`config.mk`:
```
export PLATFORM = sky130hd
export DESIGN_NAME = multi_edge_detector
export DESIGN_NICKNAME = d
export VERILOG_FILES = /design/src/rtl/edge_pkg.sv /design/src/rtl/edge_chan.sv /design/src/rtl/multi_edge_detector.sv
export SDC_FILE = /design/constraint.sdc
export NUM_CORES = 1
export LEC_CHECK = 0
export CAP_MARGIN = 20
export CORE_ASPECT_RATIO = 0.6
export CORE_MARGIN = 2
export CORE_UTILIZATION = 53
export CTS_CLUSTER_DIAMETER = 30
export DETAILED_ROUTE_END_ITERATION = 8
export DONT_BUFFER_PORTS = 1
export GPL_TIMING_DRIVEN = 0
export PLACE_DENSITY = 0.68
export RECOVER_POWER = 25
export SLEW_MARGIN = 25
export SYNTH_ARGS = -nofsm -noshare
export SYNTH_HDL_FRONTEND = slang
export SYNTH_HIERARCHICAL = 1
export SYNTH_SLANG_ARGS = --single-unit
```
`constraint.sdc`:
```
create_clock -name clk -period 3.15 [get_ports clk]
set_clock_uncertainty 0.15 [all_clocks]
set_input_delay 0.4725 -clock clk [delete_from_list [all_inputs] [get_ports clk]]
set_output_delay 0.4725 -clock clk [all_outputs]
set_load 0.1 [all_outputs]
```
`src/rtl/edge_pkg.sv`:
```
// Shared mode encoding for the multi-channel edge detector.
package edge_pkg;
    typedef logic [1:0] mode_t;

    localparam mode_t MODE_OFF  = 2'b00;
    localparam mode_t MODE_RISE = 2'b01;
    localparam mode_t MODE_FALL = 2'b10;
    localparam mode_t MODE_BOTH = 2'b11;
endpackage

```
`src/rtl/edge_chan.sv`:
```
// One channel: synchroniser, stability filter, edge pulses, sticky event flag.
// With EDGE_COUNT_EN defined, also a saturating per-channel event counter.
module edge_chan
    import edge_pkg::*;
#(
    parameter int SYNC_STAGES = 2,
    parameter int FILT_CYCLES = 4
`ifdef EDGE_COUNT_EN
    ,
    parameter int CNT_W       = 8
`endif
) (
    input  logic             clk,
    input  logic             reset,
    input  logic             din,
    input  mode_t            mode,
    input  logic             evt_clr,
    output logic             level,
    output logic             p_edge,
    output logic             n_edge,
    output logic             evt_flag,
    output logic             flag_nxt
`ifdef EDGE_COUNT_EN
    ,
    output logic [CNT_W-1:0] count
`endif
);
    localparam int FC_W = $clog2(FILT_CYCLES + 1);
    localparam logic [FC_W-1:0] FC_LAST = FC_W'(FILT_CYCLES - 1);

    logic [SYNC_STAGES-1:0] sync_q;
    logic                   s;
    logic [FC_W-1:0]        fc;
    logic                   accept;
    logic                   rise_nxt;
    logic                   fall_nxt;
    logic                   evt_nxt;

    assign s = sync_q[SYNC_STAGES-1];

    // Pulses and flag are computed from next-state so they land with the level change.
    always_comb begin
        accept   = (s != level) && (fc == FC_LAST);
        rise_nxt = accept & s;
        fall_nxt = accept & ~s;
        evt_nxt  = (rise_nxt & (mode == MODE_RISE || mode == MODE_BOTH)) |
                   (fall_nxt & (mode == MODE_FALL || mode == MODE_BOTH));
        flag_nxt = evt_nxt | (evt_flag & ~evt_clr);
    end

    always_ff @(posedge clk or negedge reset) begin
        if (!reset) begin
            sync_q   <= '0;
            fc       <= '0;
            level    <= 1'b0;
            p_edge   <= 1'b0;
            n_edge   <= 1'b0;
            evt_flag <= 1'b0;
        end else begin
            sync_q <= {sync_q[SYNC_STAGES-2:0], din};
            if (s == level) begin
                fc <= '0;
            end else if (fc == FC_LAST) begin
                level <= s;
                fc    <= '0;
            end else begin
                fc <= fc + 1'b1;
            end
            p_edge   <= rise_nxt;
            n_edge   <= fall_nxt;
            evt_flag <= flag_nxt;
        end
    end

`ifdef EDGE_COUNT_EN
    always_ff @(posedge clk or negedge reset) begin
        if (!reset) begin
            count <= '0;
        end else if (evt_nxt) begin
            if (evt_clr)
                count <= CNT_W'(1);
            else if (!(&count))
                count <= count + 1'b1;
        end else if (evt_clr) begin
            count <= '0;
        end
    end
`endif
endmodule

```
`src/rtl/multi_edge_detector.sv`:
```
// Multi-channel debounced edge detector with sticky event flags and one irq.
// Define EDGE_COUNT_EN to add saturating per-channel event counters (count port).
module multi_edge_detector
    import edge_pkg::*;
#(
    parameter int CH          = 8,
    parameter int SYNC_STAGES = 2,
    parameter int FILT_CYCLES = 4
`ifdef EDGE_COUNT_EN
    ,
    parameter int CNT_W       = 8
`endif
) (
    input  logic                  clk,
    input  logic                  reset,
    input  logic [CH-1:0]         din,
    input  logic [2*CH-1:0]       mode,
    input  logic [CH-1:0]         evt_clr,
    output logic [CH-1:0]         level,
    output logic [CH-1:0]         p_edge,
    output logic [CH-1:0]         n_edge,
    output logic [CH-1:0]         evt_flag,
    output logic                  irq
`ifdef EDGE_COUNT_EN
    ,
    output logic [CH*CNT_W-1:0]   count
`endif
);
    logic [CH-1:0] flag_nxt;

    for (genvar i = 0; i < CH; i++) begin : g_chan
        edge_chan #(
            .SYNC_STAGES(SYNC_STAGES),
            .FILT_CYCLES(FILT_CYCLES)
`ifdef EDGE_COUNT_EN
            ,
            .CNT_W      (CNT_W)
`endif
        ) u_chan (
            .clk     (clk),
            .reset   (reset),
            .din     (din[i]),
            .mode    (mode_t'(mode[2*i +: 2])),
            .evt_clr (evt_clr[i]),
            .level   (level[i]),
            .p_edge  (p_edge[i]),
            .n_edge  (n_edge[i]),
            .evt_flag(evt_flag[i]),
            .flag_nxt(flag_nxt[i])
`ifdef EDGE_COUNT_EN
            ,
            .count   (count[i*CNT_W +: CNT_W])
`endif
        );
    end

    // irq tracks the next flag state so it rises in the same cycle as the flag.
    always_ff @(posedge clk or negedge reset) begin
        if (!reset)
            irq <= 1'b0;
        else
            irq <= |flag_nxt;
    end
endmodule

```
==> results.ini, run 1 <==
[synthesis]
synth.most_common_cell=dfrtp_1
mappedNetlistNets=245
async_flop_share=1.000
ys_types=19
synth_top_cell_by_area=dfrtp_1
simple_gate_share=0.1921
top_cells_by_count=dfrtp_1 (73), inv_1 (16), nor3_1 (15)
flop_cell=dfrtp_1
yosys_area_um2=2729
mux_share=0.004127
postSynthSeqShare=0.6694

[power_and_ir_drop]
pg_comb_uw=475
sw_frac_of_total=0.4210
power_density_nw_per_um2=970.4
top_power_group=sequential cells
total_power_mw=3.033
p_seq_mw=1.78
power_frac_clock=0.257

[setup_path]
cp_top_family=buffers and inverters
slowest_stage=clkbuf_2
crit_buf_inv=2
max_stage_delay_ps=1250
cp_max_fo=73
path_cells=dlygate4sd3_1 -> clkbuf_2
start_kind=primary input
path_class=in -> async
worstPathRequired_ps=3130

[floorplan]
die_height_um=59.58
row_count=20
coreArea_um2=5005
io_pins=67

[job]
cap_violations=1
openroad.warnings=26

[timing]
period_needed_ps=2311
setup_tns_ps=0
tightest_slew_ps=1730
fin_ws_ps=839.5
fmax_mhz=432.8
setup_viol=0
drv_slew=74
rsz0062_at_grt=no

[final_layout]
layout-drive-gt1-share=0.1703
lay_top_count=dfrtp_1
final_area_um2=3126
fill_cells=368
fin_util=0.6245

[placed_design]
numPortBuffers=0
gp_congestion=0.7263
dp_hpwl_um=3469

[global_route]
grt_pass1_wl_um=8148
grt_overflow=0
grt_pass1_vias=1715

[routing]
drtIter0Drc=57
num_vias=1610
wirelength_um=4980

[clock_tree]
cts_buffer_depth=2
cts_buffers=9
htree_levels=3
clkSinkCount=73
holdBufCountCts=10
post-cts-setup-buffer-count=0

[run_status]
violations=capacitance limit, slew limit
status=complete, but fails checks

==> run 1: metrics by stage <==
step	std cells	hold WS, ps
after floorplan	203	26.91
after detailed placement	269	27.79
after global routing	295	85.02
final	295	105.4
after CTS	295	77.38
after global placement	269	28.40
==> run 1: worst paths after layout <==
check / start / endpoint / slack [ps] / depth (start not counted)
max: reset / g_chan[6].u_chan/fc[2]$_DFF_PN0_ / 840 / 2
min: evt_clr[6] / g_chan[6].u_chan/evt_flag$_DFF_PN0_ / 110 / 1
max reg2reg: g_chan[1].u_chan/level$_DFFE_PN0P_ / irq$_DFF_PN0_ / 850 / 5
min reg2reg: g_chan[1].u_chan/sync_q[0]$_DFF_PN0_ / g_chan[1].u_chan/sync_q[1]$_DFF_PN0_ / 200 / 0
max in group clk: g_chan[1].u_chan/level$_DFFE_PN0P_ / irq$_DFF_PN0_ / 850 / 5
min in group asynchronous: reset / g_chan[3].u_chan/n_edge$_DFF_PN0_ / 980 / 2
==> run 1: per-layer routing <==
metal / vias to the layer above / GRT usage / part of all wire
li1: 747 / - / -
met1: 817 / 0.2120 / 0.42
met2: 41 / 0.3244 / 0.52
met3: 5 / 0.08844 / 0.052
met4: 0 / 0.07243 / 0.0076
met5: - / 0 / 0
==> run 1: area by class of cell <==
cell class	instances	area (µm²)	area share
timing repair buffer	10	95.09	0.03042
clock buffer	9	123.9	0.03963
multi-input combinational	114	842.1	0.2694
inverter	16	60.06	0.01922
clock inverter	7	95.09	0.03042
tap	66	82.58	0.02642
sequential	73	1827	0.5845
==> run 1: registers in the layout, indices dropped and copies added (netlist names) <==
register and flops:
g_chan.u_chan/level 8, irq 1, g_chan.u_chan/fc 24, g_chan.u_chan/sync_q 16
g_chan.u_chan/p_edge 8, g_chan.u_chan/evt_flag 8, g_chan.u_chan/n_edge 8
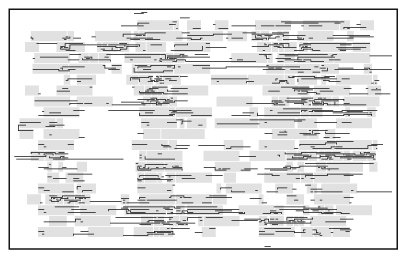
Figure 1: run 1, M1 wires.
Scale: 4 px per µm. Cells faint in the background.
nets with wire on the layer = 238
longest straight run = 21.6 µm
share of all routed wire = 42%
main direction = horizontal
wire length on this layer = 2080 µm

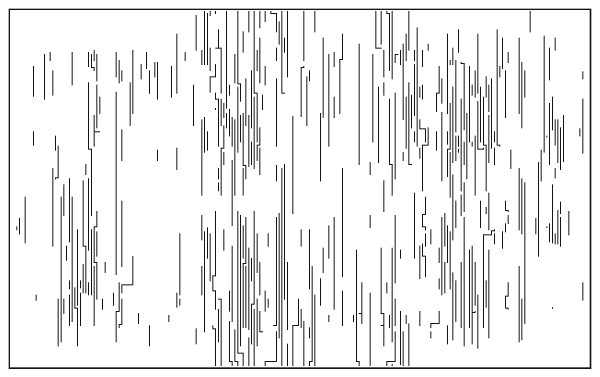
Figure 2: run 1, met2 routing.
Scale: 6 px per µm.
wire length on this layer = 2600 µm
main direction = vertical
longest straight run = 32.8 µm
share of all routed wire = 52%
nets with wire on the layer = 240

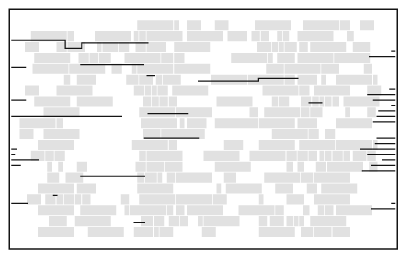
Figure 3: run 1, metal 3.
Scale: 4 px per µm. Cells faint in the background.
longest straight run = 27.4 µm
main direction = horizontal
nets with wire on the layer = 31

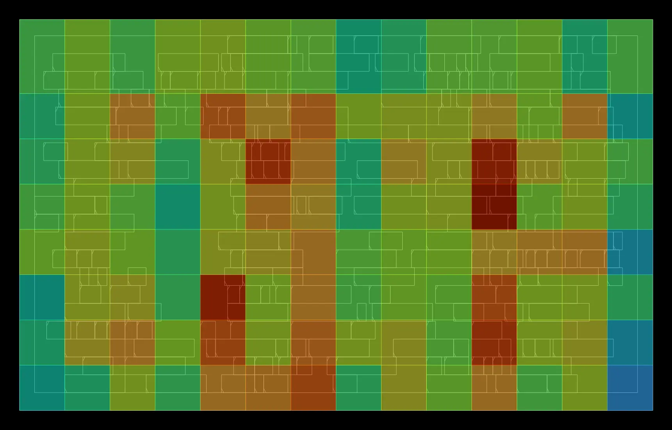
Figure 4: run 1, routing congestion.
met1 usage: 0.2120
All-Layer GR Usage: 0.1891
Routed WL per cell: 16.88 µm

==> inputs of run 2 (changes only) <==
--- a/config.mk
+++ b/config.mk
@@ -13,7 +13,7 @@
 export DETAILED_ROUTE_END_ITERATION = 8
 export DONT_BUFFER_PORTS = 1
 export GPL_TIMING_DRIVEN = 0
-export PLACE_DENSITY = 0.68
+export PLACE_DENSITY = 0.71
 export RECOVER_POWER = 25
 export SLEW_MARGIN = 25
 export SYNTH_ARGS = -nofsm -noshare
==> constraint.sdc (replaced) <==
create_clock -name clk -period 1.9 [get_ports clk]
set_clock_uncertainty 0.15 [all_clocks]
set_input_delay 0.285 -clock clk [delete_from_list [all_inputs] [get_ports clk]]
set_output_delay 0.285 -clock clk [all_outputs]
set_load 0.1 [all_outputs]
==> results.ini, run 2 <==
[final_layout]
layout-drive-gt1-share=0.2094  ; +0.03910
reg_top3=g_chan.u_chan/fc (24), g_chan.u_chan/sync_q (16)
largest_register=g_chan.u_chan/fc
lay_top_count=dfrtp_1

[routing]
drtIter0Drc=51  ; -11%
wl_per_cell_um=15.23  ; -9.8%

[setup_path]
start_kind=register
path_class=reg -> reg
crit_path_end=irq$_DFF_PN0_
worstPathRequired_ps=1960  ; -1170 ps
cp_top_family=flip-flops
path_cells=and3b_2 -> a31oi_1 -> o22ai_2 -> nor4_1 -> nand2_1
reg2reg_depth=5  ; unchanged
crit_buf_inv=0  ; -2
r2r-end=irq$_DFF_PN0_
r2r_slack_ps=90  ; -760 ps

[timing]
fmax_mhz=552.1
fin_ws_ps=88.63  ; -750.8 ps
drv_slew=0  ; -100%
period_needed_ps=1811
finalHoldViolCount=73
hold_slack_ps=-518.1  ; -623.4 ps

[power_and_ir_drop]
sw_frac_of_total=0.4062  ; -0.01486
power_density_nw_per_um2=1553  ; +60%

[job]
cap_violations=0  ; -1
openroad.warnings=29  ; +12%

[floorplan]
die_height_um=59.58  ; unchanged

[run_status]
status=complete, but fails checks
violations=hold timing

[global_route]
use_met1=0.1953  ; -0.01668
use_met3=0.07075  ; -0.01769
grt_pass1_vias=1581  ; -7.8%
grt_pass1_wl_um=7265  ; -11%

[synthesis]
postSynthSeqShare=0.6694  ; unchanged
top_cells_by_count=dfrtp_1 (73), inv_1 (16), nor3_1 (15)
flop_cell=dfrtp_1

[placed_design]
dp_hpwl_um=3314  ; -4.5%
numPortBuffers=0  ; unchanged

[clock_tree]
cts_buffer_depth=2  ; unchanged
cts_buffers=9  ; unchanged
clkSinkCount=73  ; unchanged

run 2: power by group through the flow:
stage / combinational [mW] / clock, mW / sequential (mW)
final: 0.756 / 1.26 / 3.00
after global routing: 0.858 / 1.39 / 3.04
after CTS: 0.750 / 1.30 / 2.98
after detailed placement: 0.724 / 0 / 2.99
after global placement: 0.658 / 0 / 2.97
after floorplan: 0.591 / 0 / 2.93
run 2: final cells by class:
type	instances	area, µm²
Inverter	16	60.06
Timing Repair Buffer	15	150.1
Clock buffer	11	131.4
Sequential cell	73	1854
Fill cell	368	1772
Clock inverter	5	81.33
Multi-Input combinational cell	114	873.3
Tap cell	66	82.58
run 2: what timing repair did:
action                     in CTS  in global routing
buffers inserted                0                  0
hold endpoints to repair       88                 73
resized                         5                  9
pin swaps                       0                  4
setup endpoints to repair       1                  1
run 2: per-stage QoR:
stage | instances | hold slack (ps) | util | TNS (ps) | cell area [µm²]
6_report | 300 | -518.1 | 0.6460 | 0 | 3233
5_1_grt | 300 | -549.0 | 0.6460 | -12.57 | 3233
4_1_cts | 300 | -537.0 | 0.6385 | 0 | 3196
3_5_place_dp | 269 | -159.5 | 0.5633 | -297.1 | 2819
3_3_place_gp | 269 | -159.2 | 0.5633 | -226.4 | 2819
2_1_floorplan | 203 | -160.6 | - | 0 | 2736
run 2: kinds of logic after synthesis:
group	share of synthesized area
xor gates and xnor gates	0.02568
muxes	0.004126
DFF	0.6694
AOI/OAI and AO/OA	0.04998
buffers and inverters	0.02201
adders and majority gates	0.03668
and+or+nand+nor	0.1921
run 2: routing by layer:
layer	routed length (µm)	up-vias	part of all wire
met5	0	-	0
met2	2314	51	0.51
met4	86	0	0.019
li1	-	756	-
met1	1925	786	0.42
met3	241	9	0.053
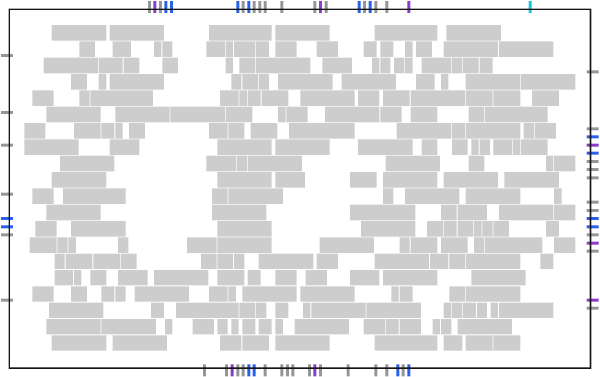
Figure 5: run 2, I/O pins on the die edge.
Scale: 6 px per µm. Pins as bars across the die edge, other pins in gray.
purple -> n_edge  # pins 8, direction output, edge 3 top, 3 right, 2 bottom
cyan -> reset  # pins 1, direction input, edge top
blue -> mode  # pins 16, direction input, edge 6 top, 4 bottom, 4 right, 2 left

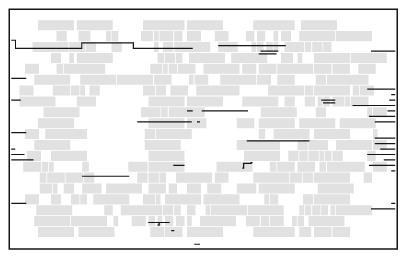
Figure 6: run 2, metal 3.
Scale: 4 px per µm. Cells faint in the background.
nets with wire on the layer = 33
main direction = horizontal
longest straight run = 16.6 µm

Power and IR drop assume default switching activity.
